Placed cells, one colour a class:
Scale: 8 px per um.
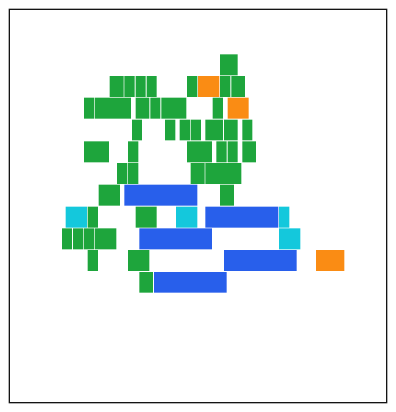
A small window of the routed layout:
Window x 11 to 36, y 2 to 27 um. Cells in grey, sequential cells in the stronger grey; small squares are vias.
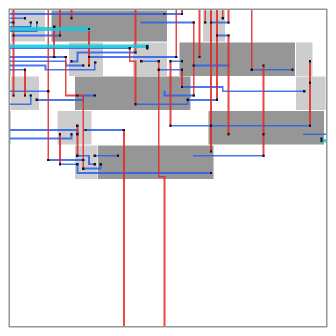
Ports around the boundary:
Scale: 10 px per um. Pins as bars across the die edge, other pins in grey.
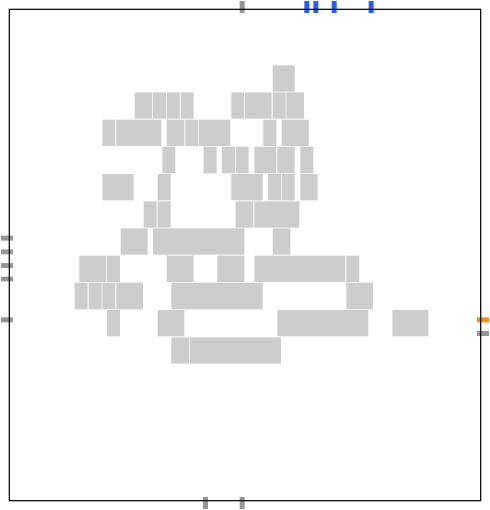
Selected gate families:
Scale: 6 px per um.
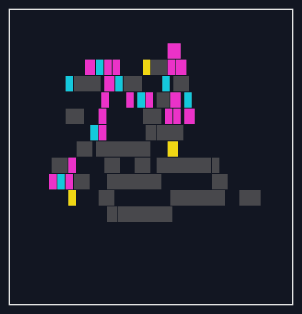
`src/rtl/sync_updown_counter.sv`:
```
// Parametrised up/down counter with programmable modulus, clamped parallel load and a registered terminal-count flag.
// Define SYNC_UPDOWN_COUNTER_SATURATE_EN to make boundary steps saturate instead of wrapping.
module sync_updown_counter #(
  parameter int WIDTH     = 4,
  parameter int MAX       = 2**WIDTH-1,
  parameter int RESET_VAL = 0
) (
  input  logic             clk,
  input  logic             reset,
  input  logic             en,
  input  logic             up,
  input  logic             load,
  input  logic [WIDTH-1:0] din,
  output logic [WIDTH-1:0] count,
  output logic             tc
);

  localparam logic [WIDTH-1:0] MAX_V   = WIDTH'(MAX);
  localparam logic [WIDTH-1:0] RESET_V = WIDTH'(RESET_VAL);
  localparam logic [WIDTH-1:0] ZERO_V  = '0;

  // Value taken on a boundary step in each direction.
`ifdef SYNC_UPDOWN_COUNTER_SATURATE_EN
  localparam logic [WIDTH-1:0] UP_BOUND_V = MAX_V;
  localparam logic [WIDTH-1:0] DN_BOUND_V = ZERO_V;
`else
  localparam logic [WIDTH-1:0] UP_BOUND_V = ZERO_V;
  localparam logic [WIDTH-1:0] DN_BOUND_V = MAX_V;
`endif

  logic [WIDTH-1:0] count_nxt;
  logic             tc_nxt;

  always_comb begin
    count_nxt = count;
    tc_nxt    = 1'b0;
    if (load) begin
      count_nxt = (din > MAX_V) ? MAX_V : din;
    end else if (en) begin
      if (up) begin
        if (count == MAX_V) begin
          count_nxt = UP_BOUND_V;
          tc_nxt    = 1'b1;
        end else begin
          count_nxt = count + WIDTH'(1);
        end
      end else begin
        if (count == ZERO_V) begin
          count_nxt = DN_BOUND_V;
          tc_nxt    = 1'b1;
        end else begin
          count_nxt = count - WIDTH'(1);
        end
      end
    end
  end

  always_ff @(posedge clk or negedge reset) begin
    if (!reset) begin
      count <= RESET_V;
      tc    <= 1'b0;
    end else begin
      count <= count_nxt;
      tc    <= tc_nxt;
    end
  end

endmodule

```
`config.mk`:
```
export PLATFORM = sky130hd
export DESIGN_NAME = sync_updown_counter
export DESIGN_NICKNAME = d
export VERILOG_FILES = /design/src/rtl/sync_updown_counter.sv
export SDC_FILE = /design/constraint.sdc
export NUM_CORES = 1
export LEC_CHECK = 0
export ABC_AREA = 1
export CAP_MARGIN = 5
export CORE_AREA = 5 5 42 44
export DETAILED_ROUTE_END_ITERATION = 8
export DIE_AREA = 0 0 47 49
export DONT_BUFFER_PORTS = 1
export SLEW_MARGIN = 20
export SYNTH_ARGS = -nofsm -noshare
export SYNTH_HDL_FRONTEND = slang
export SYNTH_SLANG_ARGS = --single-unit
```
`constraint.sdc`:
```
create_clock -name clk -period 1.4 [get_ports clk]
set_input_delay 0.28 -clock clk [delete_from_list [all_inputs] [get_ports clk]]
set_output_delay 0.28 -clock clk [all_outputs]
set_load 0.005 [all_outputs]
```
==> impl_metrics.py <==
# Metrics from the implementation run
metrics = {
    "outcome": {
        "outcome": "finished, final reports clean",
    },
    "setup_path": {
        "crit_path_top_delay_cell": "dfrtp_1",
        "max_stage_delay_ns": 0.43,
        "cp-end-kind": "flop",
        "crit_chain": "inv_1 > ha_1 > a21oi_2 > nand2_1 > nand3_1 > nand2_1 > nand2_1 > nand2_1",
        "critical_path_class": "flop to flop",
    },
    "clock_tree": {
        "cts.htree.levels": 1,
        "cts_root_buffer": "clkbuf_4",
        "clk_pin_slew_ns": 0.04,
        "clk_path_buf_depth": 2,
        "ctsResizeCount": 0,
        "cts_inserted_buffers": 3,
    },
    "routing": {
        "antenna_left": 0,
        "wl_met3_um": 77,
        "top_layer_used": "met3",
        "met1_length_um": 394,
        "wirelength_um": 885,
        "wl_met2_um": 413,
        "drc": 0,
    },
    "global_route": {
        "grt_pass1_wl_um": 1460,
    },
    "die": {
        "floorplan.core_util_pct": 24.6,
        "die_x_um": 47,
        "fp.coreArea_um2": 1400,
        "die_area_um2": 2300,
    },
    "finish": {
        "insertedDiodeCount": 0,
        "drive_above_1_share_pct": 13.0,
        "num-fill-cells": 165,
        "lay_top_cells": "nand2_1, inv_1, nand3_1, dfrtp_1",
    },
    "final_timing": {
        "rsz0062_at_grt": "no",
        "max_freq_ghz": 0.786,
        "hold_viol": 0,
        "tns_ns": 0,
        "post-route-period-util_pct": 90.8,
        "holdWs_ns": 0.182,
    },
    "power_and_ir_drop": {
        "p_leak_nw": 0.217,
        "powerDensity_nw_per_um2": 1130,
    },
    "placed_design": {
        "place_area_um2": 380,
        "io_buffers": 0,
        "place.gp.congestion": 0.781,
    },
    "synth": {
        "syn_nets": 58,
        "yosysWarnings": 0,
        "synth_cell_types": 16,
        "syn_area_um2": 345,
        "synth-seq-cells": 5,
        "yosys.stat.seqShare_pct": 36.2,
    },
    "run": {
        "warnings": 27,
    },
    "min_path": {
        "hold_path.class": "input pin to flop",
    },
}
-- 'placed cells, one colour a class' (at the start) --
Blue stands for sequential cells, cells 5. Green stands for combinational and other logic, cells 42. Cyan stands for clock drivers and dummy loads, cells 4. Orange stands for remaining buffers and delay cells, cells 3.

-- 'a small window of the routed layout' (at the start) --
Blue stands for metal 1. Red stands for metal 2. Cyan stands for metal 3.
Sequential cells in the window: 5. Netlist names of flops here include `count` (4), `tc` (1). 14 logic cells have their middle in the window. Most frequent: dfrtp_1 (5), a22oi_1 (3), clkbuf_4 (2).

-- 'ports around the boundary' (at the start) --
Orange stands for `reset`, pins 1, direction input, edge right. Blue stands for `count`, pins 4, direction output, edge top.
All pins by edge: 5 top, 5 left, 2 bottom, 2 right.

-- 'selected gate families' (at the start) --
Magenta stands for nand cells, cells 19. Cyan stands for inv cells, cells 8. Yellow stands for nor cells, cells 3.

report_power, final:
group,internal (mW),switching (mW),leakage [nW]
clock,0.108,0.0606,0.0150
sequential,0.161,0.0309,0.0622
combinational,0.0512,0.0609,0.140
repair_timing:
| item | in CTS | in global routing |
|---|---|---|
| hold buffers | 1 | 0 |
| hold endpoints to repair | 5 | 0 |
| setup endpoints to repair | 0 | 0 |
layout make-up:
class,count,area [um^2],area share [%]
Multi-Input combinational cell,34,190,45.6
Sequential cell,5,125,30.0
Inverter,8,30.0,7.21
Clock buffer,4,26.3,6.31
Timing Repair Buffer,3,25.0,6.01
Tap cell,16,20.0,4.80
flip-flops by register name, indices dropped and copies added, names as in the netlist:
| signal | count |
|---|---|
| tc | 1 |
| count | 4 |
per-stage QoR:
step | setup slack [ns] | cells | utilization [%]
2_1_floorplan | 0.192 | 47 | -
3_3_place_gp | 0.143 | 65 | 27.1
3_5_place_dp | 0.126 | 65 | 27.1
4_1_cts | 0.119 | 70 | 29.7
5_1_grt | 0.0154 | 70 | 29.7
6_report | 0.128 | 70 | 29.7
cell usage after synthesis:
master,instances,share of area [%]
nand4_1,1,1.8
o211ai_1,1,2.2
inv_1,7,7.6
nand3_1,5,7.2
ha_1,2,7.2
a22oi_1,3,6.5
a31oi_1,1,1.8
nand2_1,13,14
dfrtp_1,5,36
nor2_1,2,2.2
inv_2,1,1.1
o21ai_0,1,1.4
xor2_1,2,5.1
a21oi_2,1,2.5
o21ai_1,1,1.4
nor3_1,1,1.4
metal layers:
metal	vias to the layer above	global-route usage, %
met5	-	0
met4	0	5.53
met3	0	4.43
met2	9	10.9
met1	155	12.6
li1	172	-
cell families after synthesis:
group	Yosys count	synth area share, %
and+or+nand+nor	22	26.8
AOI/OAI and AO/OA	8	15.9
buffers and inverters	8	8.70
DFF	5	36.2
xor gates and xnor gates	2	5.07
adders and majority gates	2	7.25
worst max-delay path: cells and delay by family (launching register included):
kind / cells / cell delay (ns)
compound gates: 1 / 0.14
fa+ha+maj: 1 / 0.25
buf+inv: 1 / 0.10
flops: 1 / 0.43
simple gates: 5 / 0.25
worst paths after layout:
path / slack [ns] / to / cells after the start / startpoint
worst max-delay path: 0.13 / count[3] / 8 / count[0]
worst min-delay path: 0.18 / count[1] / 2 / load
worst max register to register: 0.13 / count[3] / 8 / count[0]
worst min register to register: 0.59 / count[0] / 1 / count[0]
max in group asynchronous: 0.88 / count[2] / 1 / reset
min in group asynchronous: 0.33 / count[0] / 1 / reset
Power and IR drop assume default switching activity.
